## src/rtl/sccb_target.sv

```systemverilog
// sccb_target: SCCB camera-side responder exposing a register write/read port
module sccb_target #(
  parameter logic [6:0] DEV_ID = 7'h21,
  parameter bit DRIVE_ACK = 1'b1
) (
  input  logic       sccb_clk,
  input  logic       sccb_reset_n,
  input  logic       sio_c_in,
  input  logic       sio_d_in,
  output logic       sio_d_oe,
  output logic       wr_en,
  output logic [7:0] wr_addr,
  output logic [7:0] wr_data,
  output logic [7:0] rd_addr,
  input  logic [7:0] rd_data,
  output logic       busy
);
  typedef enum logic [3:0] {
    IDLE, ID, ID_ACK, SUB, SUB_ACK, WDATA, WDATA_ACK, RDATA, RACK, WAIT_STOP
  } state_t;
  state_t state, state_n;
  logic [1:0] c_sync, d_sync;
  logic c_h, d_h, c, d, rise, fall, start, stop, last, ack_ph, rw;
  logic [2:0] cnt;
  logic [6:0] sr;
  logic [7:0] rx_byte;
  assign c = c_sync[1];
  assign d = d_sync[1];
  assign rise = c & ~c_h;
  assign fall = ~c & c_h;
  assign start = c & c_h & d_h & ~d;
  assign stop = c & c_h & ~d_h & d;
  assign last = cnt == 3'd7;
  assign rx_byte = {sr, d};
  // two-flop synchronizers plus one history flop; idle bus reads high
  always_ff @(posedge sccb_clk or negedge sccb_reset_n)
    if (!sccb_reset_n) begin
      c_sync <= 2'b11;
      d_sync <= 2'b11;
      c_h <= 1'b1;
      d_h <= 1'b1;
    end else begin
      c_sync <= {c_sync[0], sio_c_in};
      d_sync <= {d_sync[0], sio_d_in};
      c_h <= c;
      d_h <= d;
    end
  // state register
  always_ff @(posedge sccb_clk or negedge sccb_reset_n)
    if (!sccb_reset_n) state <= IDLE;
    else state <= state_n;
  // next state: bus conditions override bit processing
  always_comb begin
    state_n = state;
    if (stop) state_n = IDLE;
    else if (start) state_n = ID;
    else
      case (state)
        ID: if (rise && last) state_n = rx_byte[7:1] == DEV_ID ? ID_ACK : WAIT_STOP;
        ID_ACK: if (fall && ack_ph) state_n = rw ? RDATA : SUB;
        SUB: if (rise && last) state_n = SUB_ACK;
        SUB_ACK, WDATA_ACK: if (fall && ack_ph) state_n = WDATA;
        WDATA: if (rise && last) state_n = WDATA_ACK;
        RDATA: if (fall && last) state_n = RACK;
        RACK: if (rise && d) state_n = WAIT_STOP; else if (fall && ack_ph) state_n = RDATA;
        default: ;
      endcase
  end
  // byte shifting, ack driving, pointer and register-port updates
  always_ff @(posedge sccb_clk or negedge sccb_reset_n)
    if (!sccb_reset_n) begin
      sio_d_oe <= 1'b0;
      wr_en <= 1'b0;
      wr_addr <= 8'd0;
      wr_data <= 8'd0;
      rd_addr <= 8'd0;
      busy <= 1'b0;
      cnt <= 3'd0;
      sr <= 7'd0;
      ack_ph <= 1'b0;
      rw <= 1'b0;
    end else begin
      wr_en <= 1'b0;
      if (stop) begin
        sio_d_oe <= 1'b0;
        busy <= 1'b0;
        ack_ph <= 1'b0;
      end else if (start) begin
        sio_d_oe <= 1'b0;
        cnt <= 3'd0;
        ack_ph <= 1'b0;
      end else
        case (state)
          ID, SUB, WDATA:
            if (rise) begin
              sr <= rx_byte[6:0];
              cnt <= cnt + 3'd1;
              if (last && state == ID) begin
                busy <= rx_byte[7:1] == DEV_ID;
                rw <= d;
              end
              if (last && state == SUB) rd_addr <= rx_byte;
              if (last && state == WDATA) begin
                wr_en <= 1'b1;
                wr_addr <= rd_addr;
                wr_data <= rx_byte;
                rd_addr <= rd_addr + 8'd1;
              end
            end
          ID_ACK, SUB_ACK, WDATA_ACK:
            if (fall) begin
              ack_ph <= ~ack_ph;
              sio_d_oe <= ~ack_ph & DRIVE_ACK;
              if (ack_ph && state == ID_ACK && rw) begin
                sr <= rd_data[6:0];
                sio_d_oe <= ~rd_data[7];
              end
            end
          RDATA:
            if (fall) begin
              cnt <= cnt + 3'd1;
              sio_d_oe <= last ? 1'b0 : ~sr[6];
              sr <= {sr[5:0], 1'b0};
            end
          RACK:
            if (rise && !d) begin
              rd_addr <= rd_addr + 8'd1;
              ack_ph <= 1'b1;
            end else if (fall && ack_ph) begin
              ack_ph <= 1'b0;
              sr <= rd_data[6:0];
              sio_d_oe <= ~rd_data[7];
            end
          default: ;
        endcase
    end
endmodule

```

## config.mk

```make
export PLATFORM = sky130hd
export DESIGN_NAME = sccb_target
export DESIGN_NICKNAME = d
export VERILOG_FILES = /design/src/rtl/sccb_target.sv
export SDC_FILE = /design/constraint.sdc
export NUM_CORES = 1
export LEC_CHECK = 0
export ABC_AREA = 0
export ABC_CLOCK_PERIOD_IN_PS = 1800
export CAP_MARGIN = 20
export CORE_ASPECT_RATIO = 1.75
export CORE_MARGIN = 1
export CORE_UTILIZATION = 30
export CTS_BUF_LIST = sky130_fd_sc_hd__clkbuf_4 sky130_fd_sc_hd__clkbuf_8
export CTS_CLUSTER_SIZE = 30
export DETAILED_ROUTE_END_ITERATION = 7
export PLACE_DENSITY_LB_ADDON = 0.3
export SLEW_MARGIN = 20
export SYNTH_ARGS = -nofsm -noshare
export SYNTH_HDL_FRONTEND = slang
export SYNTH_SLANG_ARGS = --single-unit
export TNS_END_PERCENT = 20
```

## constraint.sdc

```tcl
create_clock -name sccb_clk -period 1.8 [get_ports sccb_clk]
set_input_delay 0.54 -clock sccb_clk [delete_from_list [all_inputs] [get_ports sccb_clk]]
set_output_delay 0.54 -clock sccb_clk [all_outputs]
set_load 0.02 [all_outputs]
```

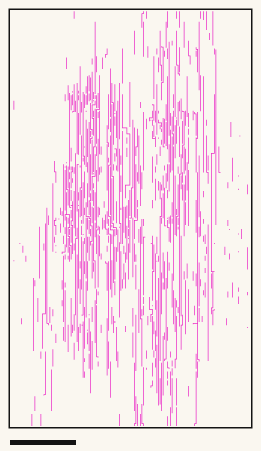
*Met2 routing, run 1*
Bar = 20 um.
The layer carries 4340 um of wire. The layer holds 54% of the routed length. The longest straight run is 57.1 um.

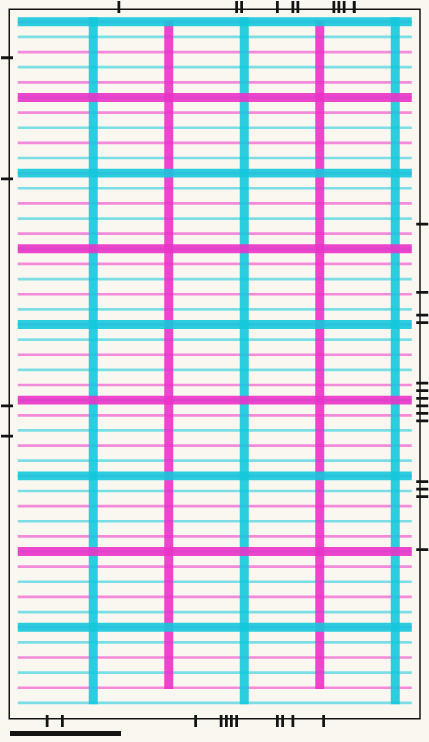
*Power grid, run 1*
Bar = 20 um. Pins as bars on the die edge.
Cyan stands for VSS. Magenta stands for VDD.
The core has 45 rows. 5 straps on met4. 46 met1 rails follow the rows. 9 straps on met5.

==> job_summary.md, run 1 <==
## PnR job results

| Metric | Value |
|---|---|
| Status | `finished with violations` |
| Failing checks | `setup timing` |
| Relative slew slack | `a little under three quarters` |
| Grt ovf | `0` |
| Comb/total area | `37.6%` |
| CTS tree | `yes` |
| Routed length on met3 | `236 um` |
| Lkg Pwr | `0.00194 uW` |
| Yosys Instances | `between 200 and 300` |
| Worst setup margin | `-0.0751 ns` |
| Distinct lib cells | `a little under 60` |
| Layout cells sized above 1 | `37.1%` |
| Non-Filler Instances | `between 500 and 600` |
| DR vias/cell | `5.07` |
| Top routing layer in use | `met4` |
| Finished Core Util | `46.4%` |
| Fill cells | `870` |
| M1 WL | `~2900 um` |
| Largest type area fraction | `40.0%` |
| Setup TNS | `-0.715 ns` |
| Gr usage total | `between 10% and 20%` |
| H-tree levels | `2` |
| Max cap viols | `0` |
| Final setup viols | `12` |
| Multi-input gates | `220` |
| Main flop type | `dfrtp_1` |
| Clock sink count | `just under 50` |
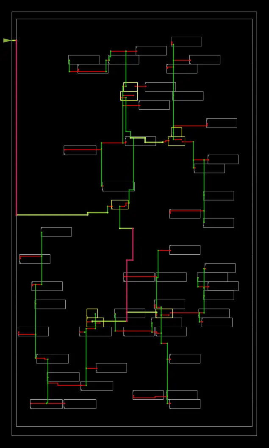
*Clock nets, run 1*
clock skew: 0.00786 ns
# clk buffers: 5
CTS Buf Count: 5
Power Clock: 711 uW

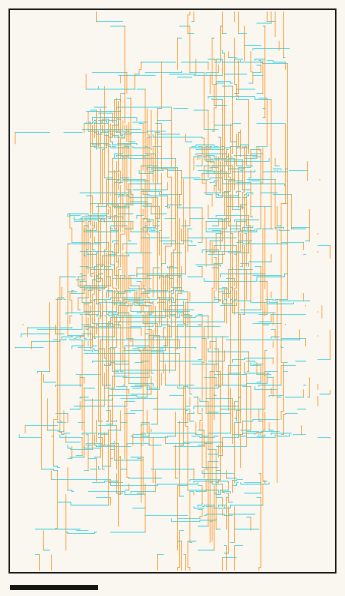
*Routed metal, one colour a layer, run 1*
Bar = 20 um. Only two layers are drawn.
Orange stands for met2, wire length 4340 um. Cyan stands for met1, wire length 2910 um.

-- run 1: registers in the layout, indices dropped and copies added, names as in the netlist, 2 cells and up --
signal / cells
c_sync: 2
cnt: 3
d_sync: 2
rd_addr: 8
sr: 7
state: 4
wr_addr: 8
wr_data: 8
-- run 1: per-stage QoR --
step	total power, uW	hold slack [ns]	area (um^2)	worst slack, ns
2_1_floorplan	3060	0.244	2700	-0.141
3_3_place_gp	4330	0.346	3660	-0.159
3_5_place_dp	4350	0.347	3660	-0.217
4_1_cts	5250	0.196	3850	-0.0945
5_1_grt	5820	0.201	4020	-0.141
6_report	5480	0.190	4020	-0.0751
-- run 1: how the worst max path moves through the flow --
stage                         start     to  slack (ns)  cells past startpoint
after floorplan                 c_h  sr[0]       -0.14                      7
after global placement     state[0]  sr[0]       -0.16                      6
after detailed placement        c_h  sr[4]       -0.22                      6
after CTS                 c_sync[1]  sr[4]       -0.09                      6
after global routing            c_h  sr[3]       -0.14                      6
final                           c_h  sr[4]       -0.08                      6
-- run 1: power by group --
part,switching [uW],internal (uW)
combinational,1600,1650
clock,420,291
sequential,188,1330
-- run 1: critical path: cells and delay by family, from the launching register on --
| kind | cells | cell delay [ns] |
|---|---|---|
| DFF | 1 | 0.55 |
| buffers and inverters | 1 | 0.15 |
| AOI/OAI and AO/OA | 1 | 0.26 |
| and+or+nand+nor | 2 | 0.32 |
| muxes | 2 | 0.49 |
-- run 1: logic make-up after synthesis --
logic type,after synthesis,share of synthesized area [%]
muxes,20,8.14
DFF,49,45.9
AOI/OAI and AO/OA,68,16.7
xor gates and xnor gates,2,0.652
and+or+nand+nor,126,22.4
buffers and inverters,25,4.51
adders and majority gates,4,1.77
### Metal 3, run 1

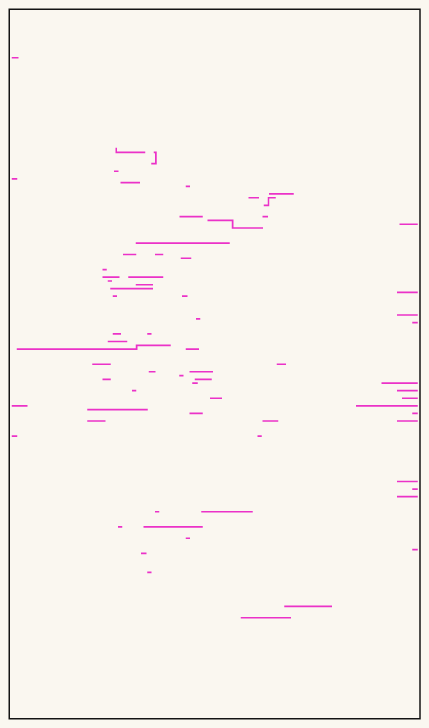

==> run 2, diff against run 1 <==
--- a/config.mk
+++ b/config.mk
@@ -15,6 +15,7 @@
 export CTS_CLUSTER_SIZE = 30
 export DETAILED_ROUTE_END_ITERATION = 7
 export PLACE_DENSITY_LB_ADDON = 0.3
+export REMOVE_ABC_BUFFERS = 1
 export SLEW_MARGIN = 20
 export SYNTH_ARGS = -nofsm -noshare
 export SYNTH_HDL_FRONTEND = slang
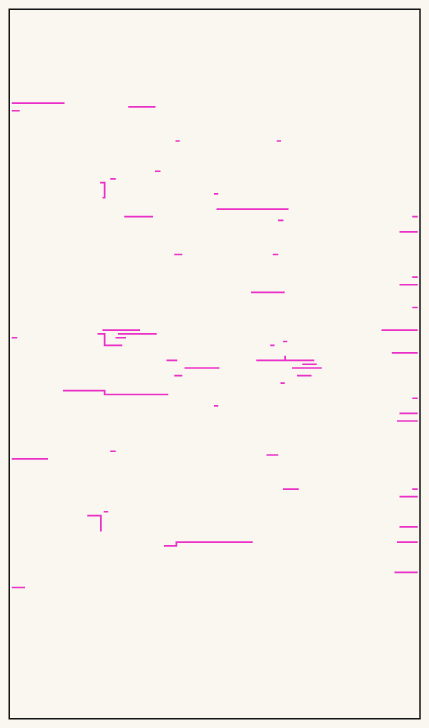
*Metal 3, run 2*
The layer carries 192 um of wire. The longest straight run is 13.6 um. The layer holds 2.4% of the routed length.

==> run 2 against run 1 <==
Against the previous run: the flow still finishes with violations (setup timing); power decreased by 3.0%; flip-flop count stayed put; critical path type unchanged; synthesized cell count unchanged; first-iteration DRC count rose by 13%; sequential share of layout area increased by 0.62 points; die area did not move; largest power group unchanged.
==> job_summary.md, run 2 <==
## PnR job results

| Metric | Value |
|---|---|
| Largest registers | `rd_addr: 8 flops, wr_addr: 8 flops, wr_data: 8 flops (unchanged)` |
| Failing checks | `setup timing (unchanged)` |
| Cell Int Power | `3190 uW (was 3270 uW)` |
| Lkg Pwr | `0.00197 uW (was 0.00194 uW)` |
| Gr usage total | `18.5% (was 17.9%)` |
| CTS Buf Count | `5 (unchanged)` |
| Combinational gate power | `3050 uW (was 3250 uW)` |
| Sequential power | `1570 uW (was 1520 uW)` |
| Seq pwr share | `29.7% (was 27.8%)` |
| Place WS | `-0.152 ns (was -0.217 ns)` |
| DR vias/cell | `5.05 (was 5.07)` |
| Hold slack | `0.198 ns (was 0.190 ns)` |
| Clock sink count | `49 (unchanged)` |
| Fill cells | `882 (was 870)` |
| Grt ovf | `0 (unchanged)` |
| Worst setup margin | `-0.101 ns (was -0.0751 ns)` |
| Switch Pwr | `2120 uW (was 2210 uW)` |
| H-tree levels | `2 (unchanged)` |
| Yosys Instances | `294 (unchanged)` |
| Power Clock | `685 uW (was 711 uW)` |
| Top power group | `combinational cells (unchanged)` |
| # clk buffers | `7 (was 5)` |
| Relative slew slack | `73.5% (was 71.2%)` |
| Final setup viols | `11 (was 12)` |
| Status | `finished with violations (unchanged)` |
run 2: cell types whose count changed in the layout (fill, tap and decap cells not counted), sizes merged:
cell	delta
clkbuf	+1
dlymetal6s2s	+4
dlygate4sd2	-4
buf	-4
clkinv	-1
clkinvlp	+1
inv	-2
run 2: routing by layer:
metal	vias up	track usage [%]	wire length, um
met5	-	0	0
met4	0	11.7	363
met3	26	2.21	192
met2	67	34.2	4550
met1	1253	18.8	2920
li1	1252	-	-
run 2: critical path: stages (launching register included):
cell and delay (ns):
dfstp_2 0.55, buf_6 0.09, and2b_2 0.23, mux2i_1 0.17, nor3_2 0.06, o2111a_1 0.24
buf_6 0.14, mux2_4 0.30
run 2: cell families after synthesis:
group	after synthesis	synth area share (%)
AOI/OAI and AO/OA	68	16.7
xor gates and xnor gates	2	0.652
adders and majority gates	4	1.77
buffers and inverters	25	4.51
DFF	49	45.9
muxes	20	8.14
and+or+nand+nor	126	22.4
run 2: metrics by stage:
stage / utilization [%] / cells / area (um^2) / TNS, ns
4_1_cts: 44.4 / 513 / 3850 / -0.747
3_5_place_dp: 42.6 / 502 / 3690 / -2.87
3_3_place_gp: 42.6 / 502 / 3690 / -2.70
5_1_grt: 45.5 / 514 / 3950 / -3.32
2_1_floorplan: - / 275 / 2590 / -5.14
6_report: 45.5 / 514 / 3950 / -0.662
run 2: how the worst max path moves through the flow:
stage	start	slack, ns	endpoint
finish	c_h	-0.10	sr[2]
global route	c_h	-0.17	sr[2]
CTS	c_h	-0.10	sr[2]
detailed placement	c_h	-0.15	sr[2]
global placement	sr[2]	-0.15	state[3]
floorplan	cnt[0]	-0.33	rd_addr[2]
run 2: what timing repair did:
action,CTS,global route
endpoints found under the hold margin,0,0
gates resized,45,25
setup buffers,3,1
setup endpoints to repair,60,42
pin swaps,3,4
gates cloned,0,0
### Routed metal, one colour a layer, run 2

Bar = 20 um. Only two layers are drawn.
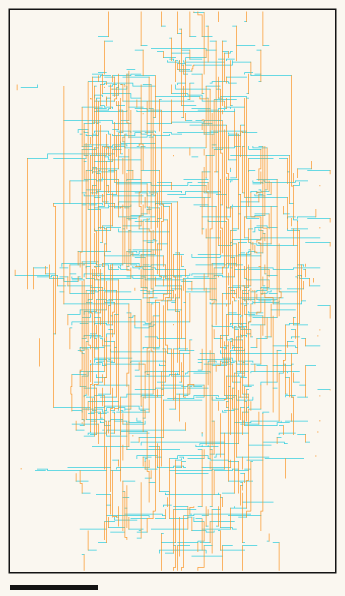

==> run 3, diff against run 2 <==
--- a/config.mk
+++ b/config.mk
@@ -16,6 +16,7 @@
 export DETAILED_ROUTE_END_ITERATION = 7
 export PLACE_DENSITY_LB_ADDON = 0.3
 export REMOVE_ABC_BUFFERS = 1
+export SETUP_SLACK_MARGIN = 0.2
 export SLEW_MARGIN = 20
 export SYNTH_ARGS = -nofsm -noshare
 export SYNTH_HDL_FRONTEND = slang
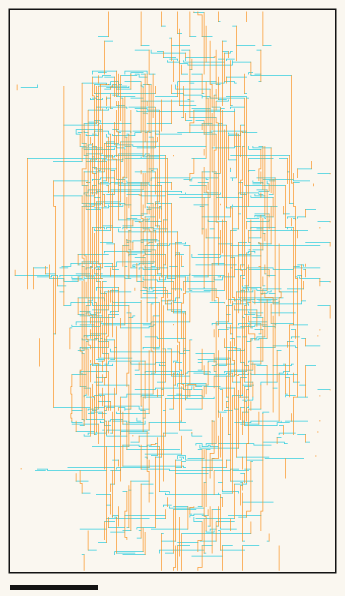
*Routed metal, one colour a layer, run 3*
Bar = 20 um. Only two layers are drawn.
Orange stands for met2, wire length 4610 um. Cyan stands for met1, wire length 2980 um.

==> run 3 against run 2 <==
Against the previous run: the run still ends with setup timing left; routed wire length grew 2.3%; count of clock-buffer cells in the layout is the same; first-iteration DRC count grew 7.3%; fmax shrank 0.44%; worst setup slack lost 0.0084 ns; core utilization grew 1.8 points.
==> job_summary.md, run 3 <==
## PnR job results

| Metric | Value |
|---|---|
| Place WS | `-0.152 ns (unchanged)` |
| Hold slack | `0.200 ns (was 0.198 ns)` |
| Grt ovf | `0 (unchanged)` |
| Post-Place Cells | `502 (unchanged)` |
| CTS tree | `yes (unchanged)` |
| Clock skew | `0.0131 ns (was 0.0145 ns)` |
| Net switching share of the total power | `40.3% (was 40.0%)` |
| # clk buffers | `7 (unchanged)` |
| Clock power share | `12.2% (was 12.9%)` |
| Critical Path Stages | `7 (unchanged)` |
| Area after DPL | `3690 um^2 (unchanged)` |
| Lkg Pwr | `0.00194 uW (was 0.00197 uW)` |
| Crit path max-delay family | `flip-flops (unchanged)` |
| Seq pwr share | `28.7% (was 29.7%)` |
| Worst setup margin | `-0.110 ns (was -0.101 ns)` |
| Layout cells sized above 1 | `37.2% (was 33.0%)` |
| Switch Pwr | `2240 uW (was 2120 uW)` |
| Comb pwr share | `59.1% (was 57.4%)` |
| Status | `finished with violations (unchanged)` |
| Failing checks | `setup timing (unchanged)` |
| Final setup viols | `12 (was 11)` |
| Fill cells | `875 (was 882)` |
## run 3: cell counts after synthesis
Identical to the previous run, type by type.
## run 3: how the worst min path moves through the flow
stage,from,endpoint,slack (ns),cells after the start
2_1_floorplan,sccb_reset_n,ack_ph,0.24,0
3_3_place_gp,d_sync[0],d_sync[1],0.35,0
3_5_place_dp,c_sync[0],c_sync[1],0.35,0
4_1_cts,sccb_reset_n,rw,0.20,2
5_1_grt,sccb_reset_n,rw,0.21,2
6_report,sccb_reset_n,rw,0.20,2
## run 3: metal layers
layer  vias to the layer above  part of all wire [%]  global-route usage, %
met5                         -                     0                      0
met4                         0                   5.3                   12.6
met3                        29                   2.1                   2.29
met2                        60                    56                   34.3
met1                      1279                    36                   18.9
li1                       1255                     -                      -
## run 3: power groups by stage
stage | Combinational, uW | Clock (uW) | Sequential [uW]
4_1_cts | 2980 | 711 | 1560
6_report | 3280 | 677 | 1600
2_1_floorplan | 1160 | 0 | 1760
3_3_place_gp | 2760 | 0 | 1570
5_1_grt | 3540 | 755 | 1630
3_5_place_dp | 2780 | 0 | 1560
## run 3: cells by family (layout without fill, tap and decap cells)
| kind of cell | after synthesis | in the layout | share of synthesized area, % |
|---|---|---|---|
| AND/OR/NAND/NOR | 126 | 126 | 22.4 |
| flip-flops | 49 | 49 | 45.9 |
| buffers and inverters | 25 | 132 | 4.51 |
| AND-OR/OR-AND | 68 | 68 | 16.7 |
| multiplexers | 20 | 20 | 8.14 |
| XOR/XNOR | 2 | 2 | 0.652 |
| adder cells (fa/ha/maj) | 4 | 4 | 1.77 |
## run 3: timing repair
item | 4_1_cts | 5_1_grt
setup endpoints to repair | 67 | 53
gates resized | 63 | 46
setup buffers | 6 | 2
pin swaps | 12 | 20
hold buffers | 0 | 0
Power figures rest on the tool's default switching activity, not on a simulated workload.
